`config.mk`:
```
export PLATFORM = sky130hd
export DESIGN_NAME = dma_io_arbiter
export DESIGN_NICKNAME = d
export VERILOG_FILES = /design/src/rtl/dma_io_arbiter.sv
export SDC_FILE = /design/constraint.sdc
export NUM_CORES = 1
export LEC_CHECK = 0
export ABC_AREA = 1
export CAP_MARGIN = 20
export CORE_MARGIN = 1.5
export CORE_UTILIZATION = 41
export CTS_CLUSTER_DIAMETER = 40
export CTS_CLUSTER_SIZE = 25
export DETAILED_ROUTE_END_ITERATION = 6
export MAX_ROUTING_LAYER = met4
export PLACE_DENSITY = 0.8
export SKIP_CTS_REPAIR_TIMING = 1
export SLEW_MARGIN = 20
export SYNTH_ARGS = -nofsm -noshare
export SYNTH_HDL_FRONTEND = slang
export SYNTH_SLANG_ARGS = --single-unit
```
`constraint.sdc`:
```
create_clock -name clk -period 2.2 [get_ports clk]
set_input_delay 0.44 -clock clk [delete_from_list [all_inputs] [get_ports clk]]
set_output_delay 0.44 -clock clk [all_outputs]
set_load 0.005 [all_outputs]
```
`src/rtl/dma_io_arbiter.sv`:
```
// Two-channel DMA front end: round-robin grant between GPIO requesters, one-cycle ack,
// then a two-cycles-per-word burst from the granted device buffer into data memory.
module dma_io_arbiter #(
  parameter int unsigned DATA_W = 32,
  parameter int unsigned ADDR_W = 13,
  parameter int unsigned LEN_W  = 5
) (
  input  logic              clk,
  input  logic              rst_n,
  input  logic              gpio1,
  input  logic              gpio2,
  input  logic [ADDR_W-1:0] cfg_base1,
  input  logic [ADDR_W-1:0] cfg_base2,
  input  logic [LEN_W-1:0]  cfg_len1,
  input  logic [LEN_W-1:0]  cfg_len2,
  input  logic [DATA_W-1:0] dev1_rdata,
  input  logic [DATA_W-1:0] dev2_rdata,
  output logic              ack1,
  output logic              ack2,
  output logic              dev_io_write,
  output logic [8:0]        dev1_index,
  output logic [8:0]        dev2_index,
  output logic              mem_we,
  output logic [ADDR_W-1:0] mem_addr,
  output logic [DATA_W-1:0] mem_wdata,
  output logic              busy,
  output logic              grant_id,
  output logic              done1,
  output logic              done2
);

  localparam int unsigned IDX_W = 9;
  localparam int unsigned OFF_W = 8;

  typedef enum logic [2:0] {
    S_IDLE,
    S_GRANT,
    S_RD,
    S_WR,
    S_DONE
  } state_e;

  state_e             state_q, state_d;
  logic               ch_q, ch_d;
  logic               last_q, last_d;
  logic [1:0]         armed_q, armed_d;
  logic [1:0]         elig;
  logic [ADDR_W-1:0]  base_q, base_d;
  logic [ADDR_W-1:0]  addr_q, addr_d;
  logic [LEN_W-1:0]   len_q, len_d;
  logic [LEN_W-1:0]   cnt_q, cnt_d;
  logic [LEN_W-1:0]   cnt_inc;
  logic [1:0]         ack_q, ack_d;
  logic [1:0]         done_q, done_d;
  logic [IDX_W-1:0]   idx1_q, idx1_d;
  logic [IDX_W-1:0]   idx2_q, idx2_d;
  logic               we_q, we_d;
  logic               busy_q, busy_d;
  logic               rd_en;
  logic [OFF_W-1:0]   rd_off;
  logic [ADDR_W-1:0]  cfg_base_sel;
  logic [LEN_W-1:0]   cfg_len_sel;

  assign cfg_base_sel = ch_q ? cfg_base2 : cfg_base1;
  assign cfg_len_sel  = ch_q ? cfg_len2  : cfg_len1;
  assign elig         = {gpio2, gpio1} & armed_q;
  assign cnt_inc      = cnt_q + LEN_W'(1);

  // Next state and next registered outputs
  always_comb begin
    state_d = state_q;
    ch_d    = ch_q;
    last_d  = last_q;
    armed_d = armed_q | ~{gpio2, gpio1};
    base_d  = base_q;
    len_d   = len_q;
    cnt_d   = cnt_q;
    addr_d  = addr_q;
    ack_d   = 2'b00;
    done_d  = 2'b00;
    idx1_d  = '0;
    idx2_d  = '0;
    we_d    = 1'b0;
    rd_en   = 1'b0;
    rd_off  = '0;

    unique case (state_q)
      S_IDLE: begin
        if (elig != 2'b00) begin
          ch_d    = (elig == 2'b11) ? ~last_q : elig[1];
          ack_d   = ch_d ? 2'b10 : 2'b01;
          state_d = S_GRANT;
        end
      end
      S_GRANT: begin
        base_d = cfg_base_sel;
        len_d  = cfg_len_sel;
        cnt_d  = '0;
        if (cfg_len_sel == '0) begin
          done_d  = ch_q ? 2'b10 : 2'b01;
          state_d = S_DONE;
        end else begin
          rd_en   = 1'b1;
          state_d = S_RD;
        end
      end
      S_RD: begin
        we_d    = 1'b1;
        addr_d  = base_q + ADDR_W'(cnt_q);
        state_d = S_WR;
      end
      S_WR: begin
        cnt_d = cnt_inc;
        if (cnt_inc == len_q) begin
          done_d  = ch_q ? 2'b10 : 2'b01;
          state_d = S_DONE;
        end else begin
          rd_en   = 1'b1;
          rd_off  = OFF_W'(cnt_inc);
          state_d = S_RD;
        end
      end
      S_DONE: begin
        last_d        = ch_q;
        armed_d[ch_q] = 1'b0;
        state_d       = S_IDLE;
      end
      default: state_d = S_IDLE;
    endcase

    if (rd_en) begin
      if (ch_q) idx2_d = {1'b1, rd_off};
      else      idx1_d = {1'b1, rd_off};
    end
    busy_d = (state_d != S_IDLE);
  end

  always_ff @(posedge clk or negedge rst_n) begin
    if (!rst_n) begin
      state_q <= S_IDLE;
      ch_q    <= 1'b0;
      last_q  <= 1'b1;
      armed_q <= 2'b11;
      base_q  <= '0;
      len_q   <= '0;
      cnt_q   <= '0;
      addr_q  <= '0;
      ack_q   <= 2'b00;
      done_q  <= 2'b00;
      idx1_q  <= '0;
      idx2_q  <= '0;
      we_q    <= 1'b0;
      busy_q  <= 1'b0;
    end else begin
      state_q <= state_d;
      ch_q    <= ch_d;
      last_q  <= last_d;
      armed_q <= armed_d;
      base_q  <= base_d;
      len_q   <= len_d;
      cnt_q   <= cnt_d;
      addr_q  <= addr_d;
      ack_q   <= ack_d;
      done_q  <= done_d;
      idx1_q  <= idx1_d;
      idx2_q  <= idx2_d;
      we_q    <= we_d;
      busy_q  <= busy_d;
    end
  end

  // Device data arrives in the write cycle, so it is forwarded straight to memory
  assign mem_wdata    = we_q ? (ch_q ? dev2_rdata : dev1_rdata) : '0;
  assign ack1         = ack_q[0];
  assign ack2         = ack_q[1];
  assign done1        = done_q[0];
  assign done2        = done_q[1];
  assign dev1_index   = idx1_q;
  assign dev2_index   = idx2_q;
  assign mem_we       = we_q;
  assign mem_addr     = addr_q;
  assign busy         = busy_q;
  assign grant_id     = ch_q;
  assign dev_io_write = 1'b0;

endmodule

```
==> run notes <==
The number of global-route vias before repair came out at 3725. For this design the top-level I/O count stands at 175. By instance count after routing, the leading logic cell types are 146 x sky130_fd_sc_hd__clkdlybuf4s50_1, 111 x sky130_fd_sc_hd__nor2_1, 102 x sky130_fd_sc_hd__nand2_1. For the worst-skew pair, the clock arrives at the later sink with an insertion delay of 0.34 ns.

The critical path goes through buf_6, o21ai_0, nor2_1, clkdlybuf4s50_1. Final net count: 777. The run gives 0.00931 mm^2 as the total die size. For reference, compound AND-OR and OR-AND cells occupy 12.8% of the area reported after synthesis. Looking at the VDD voltage map, the peak drop is 0.494 mV. Warnings reported by Yosys during synthesis add up to 0.

The cell depth of the worst flop-to-flop path came out at 11. Yosys reported a register bit count of 61. Counting instances in the post-synthesis netlist gives the leading cell types as 112 x sky130_fd_sc_hd__nor2_1, 102 x sky130_fd_sc_hd__nand2_1, 58 x sky130_fd_sc_hd__dfrtp_1, 49 x sky130_fd_sc_hd__o21ai_0, 36 x sky130_fd_sc_hd__inv_1. Area fraction of the dominant cell type after synthesis: 40.5%. Summed over all cells, the static leakage comes to 2.93 nW. The global routing report lists met1 layer usage as 27.9%.

For the post-route setup TNS, the log shows 0 ns. Summing all flip-flop and latch instances after layout gives 0.00153 mm^2. The first global-routing pass estimated 16.5 mm of wire.

Async set or reset register ratio after synthesis: 100%. The maximum buffer depth of the clock tree is 2, and the combinational gate power is 3.59 mW. For the worst setup path, the data required time is 1.76 ns.

The average footprint of a synthesized cell is 7.24 um^2, and the number of iterations in the first detailed-routing pass is 4. The flow ran to the end, and the final reports show no timing, DRC or antenna violations. Counting the fill cells in the layout gives 701. Beginning of the worst register-to-register path: base_q[0]$_DFFE_PN0P_. Switching share of power: 39.8%.

In this run the tool buffered the top-level ports with 167 buffer cells. Looking at the clock tree report, the H-tree level count equals 3. The leading register cell type out of synthesis was sky130_fd_sc_hd__dfrtp_1. The standard cell core area came out at 0.00834 mm^2.

After detailed routing, no signal wire sits above met4. The slew of the pin with the lowest slew margin works out to 0.517 ns. The script parses the final routing iteration and logs DRC violations as 0. The synthesis area per yosys was 0.00358 mm^2; the achievable frequency was 459 MHz. Clock-pin slew was measured on the worst setup and hold paths at 0.07 ns. The run gives 33 as the number of rows in the core area. In this run the cell area of the synthesized design comes to 0.00358 mm^2. Summing over the stages, the warning tally comes to 27. Setup repair after global routing could not meet its margin everywhere.

After Yosys synthesis, and, or, nand and nor cells account for 31.6% of the synthesized area. Counting endpoints that fail hold in the final report gives 0. The worst path in the final design needs a cycle of 2.18 ns, including I/O delays and setup. Per the summary, power density relative to cell area is 1170 mW/mm^2.
[worst paths after layout]
path / endpoint / slack (ns)
min reg2reg: mem_addr[12]$_DFFE_PN0P_ / 0.48
max in group asynchronous: armed_q[0]$_DFF_PN1_ / 1.03
max reg2reg: mem_addr[10]$_DFFE_PN0P_ / 0.25
min in group clk: mem_addr[12]$_DFFE_PN0P_ / 0.48
max: mem_wdata[5] / 0.02
min: base_q[11]$_DFFE_PN0P_ / 0.48
[cell type report]
class                      instances  area share [%]
timing repair buffer             184            33.0
multi-input combinational        365            30.5
sequential                        61            26.8
inverter                          45            3.05
clock buffer                      10            2.41
tap                              105            2.30
clock inverter                     6            1.93
### Routed metal, one colour a layer

Two of the layers only.
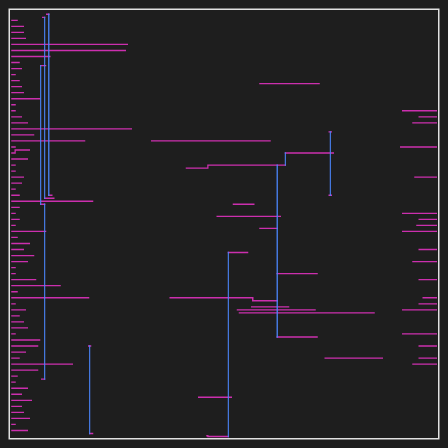
- M4: blue (wire length 269 um)
- M3: magenta (wire length 646 um)
Post-Route WL: 10.3 mm
detail-routed net length per standard cell: 13.3 um
via total after detailed routing: 3799
total routing resource utilization after global routing: 23.5%

### Clock routing

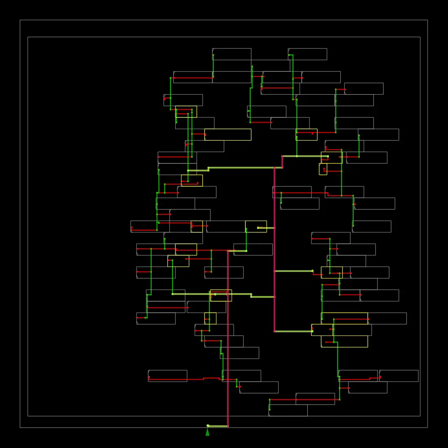
flop count: 61
Layout clock buffers: 10
power dissipated in the clock network: 1.21 mW
number of clock sinks: 61
worst clock skew: 0.00595 ns

### Drive-strength map

Bar = 20 um.
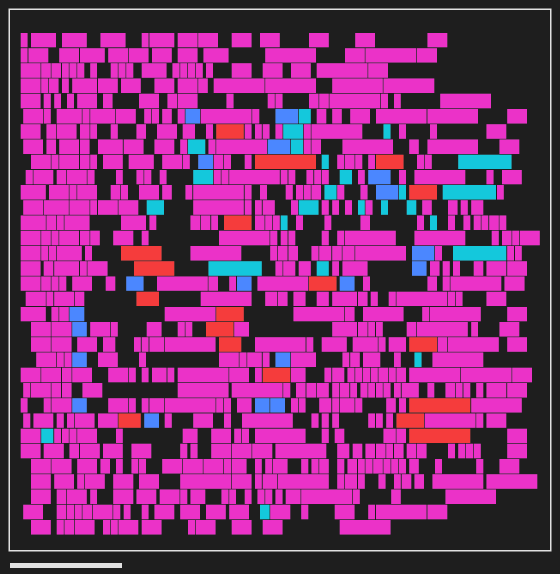
- x2: cyan (cells 25; share 3.7%; most used inv_2)
- x6 and larger: red (cells 18; share 2.7%; most used clkbuf_8)
- x3 and x4: blue (cells 19; share 2.8%; most used buf_4)
- x1 and smaller: magenta (cells 609; share 91%; most used clkdlybuf4s50_1)
worst path setup slack after routing: 0.0231 ns
growth of design area from synthesis to finish: 59.3%
Final Instance Area: 0.00571 mm^2

No activity file was given, so power comes from the tool's default toggle rates.
